**config.mk**
```make
export PLATFORM = sky130hd
export DESIGN_NAME = ir_fetch_ctrl
export DESIGN_NICKNAME = d
export VERILOG_FILES = /design/src/rtl/cpu_defs_pkg.sv /design/src/rtl/instr_decode.sv /design/src/rtl/ir_fetch_ctrl.sv
export SDC_FILE = /design/constraint.sdc
export NUM_CORES = 1
export LEC_CHECK = 0
export CORE_ASPECT_RATIO = 0.6
export CORE_MARGIN = 2
export CORE_UTILIZATION = 46
export CTS_BUF_LIST = sky130_fd_sc_hd__clkbuf_4
export CTS_CLUSTER_DIAMETER = 50
export DETAILED_ROUTE_END_ITERATION = 7
export MAX_ROUTING_LAYER = met4
export PLACE_DENSITY = 0.82
export SLEW_MARGIN = 20
export SYNTH_ARGS = -nofsm -noshare
export SYNTH_HDL_FRONTEND = slang
export SYNTH_SLANG_ARGS = --single-unit
```
**constraint.sdc**
```tcl
create_clock -name i_clk -period 2 [get_ports i_clk]
set_clock_uncertainty 0.05 [all_clocks]
set_input_delay 0.2 -clock i_clk [delete_from_list [all_inputs] [get_ports i_clk]]
set_output_delay 0.2 -clock i_clk [all_outputs]
set_load 0.02 [all_outputs]
```
**src/rtl/cpu_defs_pkg.sv**
```systemverilog
// Shared definitions for the fetch sequencer and its instruction decoder.
//   - Opcode constants (instruction bits [15:12]).
//   - PC unit mode encodings driven onto the PC unit's M input.
//   - Fetch sequencer state encoding.
package cpu_defs_pkg;

  localparam logic [3:0] OP_JMP  = 4'hA;
  localparam logic [3:0] OP_BACK = 4'hB;
  localparam logic [3:0] OP_JZ   = 4'hC;
  localparam logic [3:0] OP_HALT = 4'hF;

  localparam logic [1:0] PCM_INC  = 2'b00;
  localparam logic [1:0] PCM_DEC  = 2'b01;
  localparam logic [1:0] PCM_LOAD = 2'b10;

  typedef enum logic [2:0] {
    StIdle,
    StFetch,
    StDecode,
    StStep,
    StHalt,
    StErr
  } fetch_state_e;

endpackage

```
**src/rtl/instr_decode.sv**
```systemverilog
// Combinational opcode decoder for the fetch sequencer.
// Ports:
//   i_ir        instruction register contents
//   i_zero_flag ALU zero flag, selects taken/not-taken for JZ
//   o_mode      PC unit mode (inc / dec / load)
//   o_target    PC load target (imm field of the instruction)
//   o_is_halt   instruction is HALT
module instr_decode
  import cpu_defs_pkg::*;
#(
  parameter int unsigned ADDR_W  = 8,
  parameter int unsigned INSTR_W = 16
) (
  input  logic [INSTR_W-1:0] i_ir,
  input  logic               i_zero_flag,
  output logic [1:0]         o_mode,
  output logic [ADDR_W-1:0]  o_target,
  output logic               o_is_halt
);

  logic [3:0] w_op;
  // The register field is not needed for PC sequencing.
  logic       w_unused_reg_field;

  assign w_op               = i_ir[INSTR_W-1 -: 4];
  assign o_target           = i_ir[ADDR_W-1:0];
  assign w_unused_reg_field = ^i_ir[INSTR_W-5:ADDR_W];

  always_comb begin
    o_mode    = PCM_INC;
    o_is_halt = 1'b0;
    case (w_op)
      OP_JMP:  o_mode    = PCM_LOAD;
      OP_BACK: o_mode    = PCM_DEC;
      OP_JZ:   o_mode    = i_zero_flag ? PCM_LOAD : PCM_INC;
      OP_HALT: o_is_halt = 1'b1;
      default: o_mode    = PCM_INC;
    endcase
  end

endmodule

```
**src/rtl/ir_fetch_ctrl.sv**
```systemverilog
// Fetch sequencer and instruction register wrapped around the PC unit.
// Fetches from instruction memory at the current PC, latches IR, decodes the
// opcode into PC unit mode/target and issues a one-cycle step strobe.
// Ports:
//   i_clk, i_clr      clock (rising edge), asynchronous active-high reset
//   i_run             level; sequencer may start/continue fetching
//   i_zero_flag       ALU zero flag for JZ
//   i_pc              current PC from the PC unit
//   o_mem_req/addr    instruction memory read request and address
//   i_mem_rdata/ack   read data and its valid strobe
//   o_ir, o_ir_valid  instruction register and new-instruction pulse
//   o_pc_mode/target  PC unit mode and load data, held between decodes
//   o_pc_step         one-cycle strobe: PC unit applies o_pc_mode
//   o_halted, o_err   sticky HALT / fetch-timeout flags
module ir_fetch_ctrl
  import cpu_defs_pkg::*;
#(
  parameter int unsigned ADDR_W  = 8,
  parameter int unsigned INSTR_W = 16,
  parameter int unsigned TIMEOUT = 15
) (
  input  logic               i_clk,
  input  logic               i_clr,
  input  logic               i_run,
  input  logic               i_zero_flag,
  input  logic [ADDR_W-1:0]  i_pc,
  output logic               o_mem_req,
  output logic [ADDR_W-1:0]  o_mem_addr,
  input  logic [INSTR_W-1:0] i_mem_rdata,
  input  logic               i_mem_ack,
  output logic [INSTR_W-1:0] o_ir,
  output logic               o_ir_valid,
  output logic [1:0]         o_pc_mode,
  output logic [ADDR_W-1:0]  o_pc_target,
  output logic               o_pc_step,
  output logic               o_halted,
  output logic               o_err
);

  localparam int unsigned     CntW    = (TIMEOUT > 1) ? $clog2(TIMEOUT) : 1;
  localparam logic [CntW-1:0] CntLast = CntW'(TIMEOUT - 1);

  fetch_state_e        r_state;
  logic [CntW-1:0]     r_cnt;
  logic [INSTR_W-1:0]  r_ir;
  logic                r_ir_valid;
  logic                r_mem_req;
  logic [ADDR_W-1:0]   r_mem_addr;
  logic [1:0]          r_pc_mode;
  logic [ADDR_W-1:0]   r_pc_target;
  logic                r_pc_step;
  logic                r_halted;
  logic                r_err;

  logic [1:0]          w_mode;
  logic [ADDR_W-1:0]   w_target;
  logic                w_is_halt;

  instr_decode #(
    .ADDR_W  (ADDR_W),
    .INSTR_W (INSTR_W)
  ) u_decode (
    .i_ir        (r_ir),
    .i_zero_flag (i_zero_flag),
    .o_mode      (w_mode),
    .o_target    (w_target),
    .o_is_halt   (w_is_halt)
  );

  always_ff @(posedge i_clk or posedge i_clr) begin
    if (i_clr) begin
      r_state     <= StIdle;
      r_cnt       <= '0;
      r_ir        <= '0;
      r_ir_valid  <= 1'b0;
      r_mem_req   <= 1'b0;
      r_mem_addr  <= '0;
      r_pc_mode   <= PCM_INC;
      r_pc_target <= '0;
      r_pc_step   <= 1'b0;
      r_halted    <= 1'b0;
      r_err       <= 1'b0;
    end else begin
      // Single-cycle pulses fall back to zero unless re-raised below.
      r_ir_valid <= 1'b0;
      r_pc_step  <= 1'b0;
      case (r_state)
        StIdle, StStep: begin
          // STEP->FETCH samples the PC the unit updated on STEP's falling edge.
          if (i_run) begin
            r_state    <= StFetch;
            r_mem_addr <= i_pc;
            r_mem_req  <= 1'b1;
            r_cnt      <= '0;
          end else begin
            r_state <= StIdle;
          end
        end
        StFetch: begin
          // Ack wins over timeout on the final allowed cycle.
          if (i_mem_ack) begin
            r_ir       <= i_mem_rdata;
            r_ir_valid <= 1'b1;
            r_mem_req  <= 1'b0;
            r_state    <= StDecode;
          end else if (r_cnt == CntLast) begin
            r_err     <= 1'b1;
            r_mem_req <= 1'b0;
            r_state   <= StErr;
          end else begin
            r_cnt <= r_cnt + CntW'(1);
          end
        end
        StDecode: begin
          r_pc_mode   <= w_mode;
          r_pc_target <= w_target;
          if (w_is_halt) begin
            r_halted <= 1'b1;
            r_state  <= StHalt;
          end else begin
            r_pc_step <= 1'b1;
            r_state   <= StStep;
          end
        end
        StHalt, StErr: r_state <= r_state;
        default:       r_state <= StIdle;
      endcase
    end
  end

  assign o_mem_req   = r_mem_req;
  assign o_mem_addr  = r_mem_addr;
  assign o_ir        = r_ir;
  assign o_ir_valid  = r_ir_valid;
  assign o_pc_mode   = r_pc_mode;
  assign o_pc_target = r_pc_target;
  assign o_pc_step   = r_pc_step;
  assign o_halted    = r_halted;
  assign o_err       = r_err;

endmodule

```
### Routed metal, one color a layer

Only two layers are drawn.
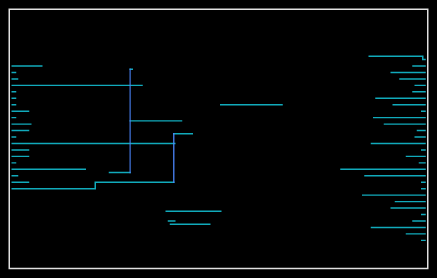
color	layer	wire length
blue	M4	32.0 um
cyan	M3	368 um
GRT Resource Usage Total: 0.1847
total wire length: 4034 um
routed len/inst: 14.30 um
via count: 1401

### M2 wires

Scale bar: 20 um.
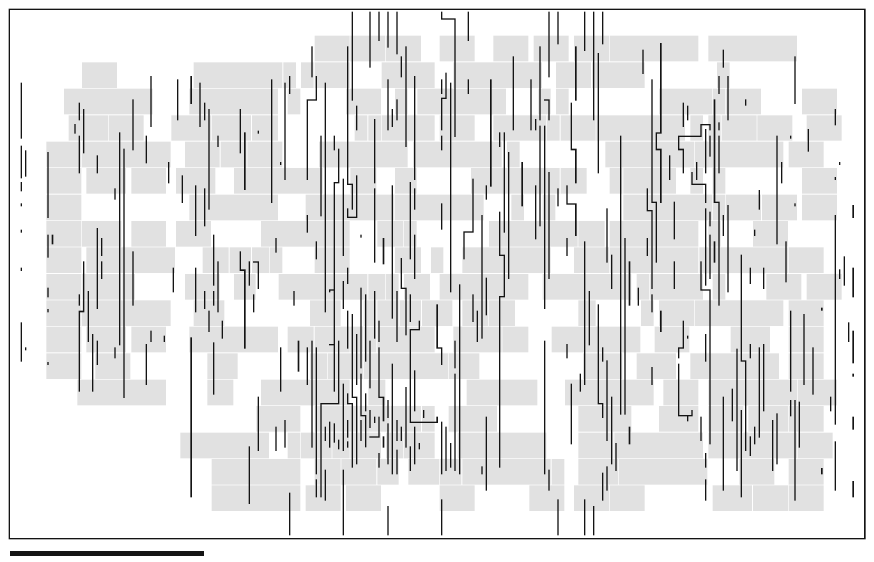
main direction	vertical
nets with wire on the layer	224
share of all routed wire	41%
wire length on this layer	1660 um
routing usage on met2: 0.2664

### Routing congestion

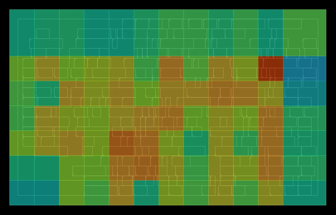
GRT Max-Usage Layer: met2
met1 Resource Use GR: 0.2449
GR Util met3: 0.06787
final core occ: 0.6768

==> results.json <==
{
  "status": "finished clean",
  "num_antenna_cells": 0,
  "rrSetupSlack_ps": 290,
  "maxPowerGroup": "combinational logic",
  "buffers": 72,
  "dpl_cell_area_mm2": 0.002700,
  "dp_slack_ps": 140.0,
  "dp_hpwl_um": 2951,
  "clock_buffers": 5,
  "nNonClkInverters": 6,
  "p_sw_frac": 0.3861,
  "comb_cells": 90,
  "syn_avg_cell_area_um2": 13.28,
  "logic_area_um2": 730.7,
  "period_used_share": 0.8533,
  "yosysCellCount": 146,
  "grt-ovfl-total": 0,
  "cp.depth": 3,
  "rsz0062_at_grt": "false",
  "clk_path_buf_depth": 2,
  "dominant_cells": "flip-flops and latches",
  "syn_area_mm2": 0.001939,
  "p_per_area_mw_per_mm2": 1613,
  "setup_viol": 0,
  "worst_slew_margin_rel": 0.6622,
  "xor_share": 0.009032,
  "whs_ps": 131.2,
  "drv_cap": 0,
  "critPathMaxFanout": 13,
  "finalSetupTns_ps": 0,
  "adder_share": 0.01290,
  "aoi_share": 0.06000,
  "cp_num_buf_inv": 0,
  "max-vdd-ir-drop_v": 0.0007369,
  "worst_slack_ps": 293.4,
  "final_cell_area_mm2": 0.002759,
  "crit_arrival_ps": 1950,
  "fmax_mhz": 586.0,
  "top_logic_kind": "multiplexers",
  "die_width_um": 87.83,
  "worst_pin_slew_ps": 505.9,
  "total_power_mw": 4.451,
  "endpoint": "o_pc_mode[1]",
  "fp-row-count": 18,
  "dieArea_mm2": 0.004768,
  "p_clk_frac": 0.098,
  "cts_resized": 0,
  "async_flop_share": 1.000,
  "seqCellArea_mm2": 0.001151,
  "grt_pass1_wl_um": 6216,
  "worst_path_largest_cell_delay_ps": 640,
  "cp_slowest_cell": "or3b_1",
  "first_iter_violations": 37,
  "slew_violations": 0,
  "core_area_mm2": 0.004076,
  "cts_tree": "done",
  "p_int_mw": 2.733,
  "p_sw_mw": 1.719,
  "num-nets-final": 252,
  "leakagePower_nw": 1.225,
  "most_common_cell": "dfrtp_1",
  "comb_area_share": 0.2649,
  "via_per_inst": 4.968,
  "cts_buffers": 5,
  "p_seq_frac": 0.380,
  "simple_gate_share": 0.1348,
  "grt_max_degree": 25,
  "place.gp.congestion": 0.7682,
  "share_comb_of_total_power": 0.522,
  "areaGrowthSynthToFinish_pct": 42.26,
  "cp.required_ps": 2240,
  "cts_max_level": 2,
  "drive_above_1_share": 0.1982,
  "clk_pin_slew_ps": 140,
  "warning_count": 27,
  "rr_worst_depth": 3,
  "crit_type": "reg -> reg",
  "syn_inst": 146,
  "combinationalPower_mw": 2.33,
  "grt_pass1_vias": 1280,
  "cts_setup_buffers": 0,
  "cts.sinks": 46,
  "io-pin-count": 68,
  "cp_cell_sequence": "or3b_1 -> nor3b_1 -> a22o_1",
  "yosys.stat.seqShare": 0.5935,
  "cts-root-buf": "clkbuf_4",
  "powerSeq_mw": 1.69,
  "yosys-top-cells-count": "dfrtp_1, nand2_1, mux2_2, mux2_4, inv_1",
  "crit_family": "simple AND/OR/NAND/NOR gates",
  "yosys_warnings": 0,
  "ff_count": 46,
  "top_area_frac": 0.5935,
  "r2r_start": "r_state[2]",
  "fin_crit_ps": 1707,
  "postRouteAntennaNets": 0,
  "synth_chip_area_mm2": 0.001939,
  "remaining_drc_errors": 0,
  "grt_antenna_before_repair": 0,
  "num-fill-cells": 325,
  "hold_class": "in -> async",
  "die.size.y_um": 54.30,
  "start_kind": "flop",
  "instances_no_fill": 282,
  "io_buffers": 67,
  "crit_start": "r_state[2]",
  "edf_count": 0,
  "dp_cells": 274,
  "synth_nets": 177,
  "ctsHoldBuffers": 0,
  "dr.pass1.iters": 4,
  "seq_share": 0.4172,
  "yosysUniqueCellTypes": 37,
  "fp-utilization": 0.4758
}
[state kept, by name, summed over array words and instances, names as in the netlist, 2 cells and up]
name	count
o_pc_target	8
o_ir	16
o_pc_mode	2
r_state	3
o_mem_addr	8
r_cnt	4
[layout by cell type (no fill, tap or decap), types with 2 or more instances in the layout]
master	count
a21o_1	2
buf_4	4
clkbuf_4	5
clkdlybuf4s50_1	67
dfrtp_1	46
ha_1	2
inv_1	4
inv_2	2
mux2_2	16
mux2_4	8
nand2_1	28
nand2b_4	2
nand3_1	3
nand4_1	2
nor3b_1	2
o2bb2ai_1	2
xor2_1	2
[routing by layer]
metal / share of wire / wire length [um] / vias to the layer above
met5: 0 / 0 / -
met4: 0.0077 / 31 / 0
met3: 0.091 / 368 / 5
met2: 0.41 / 1658 / 61
met1: 0.49 / 1975 / 677
li1: - / - / 658
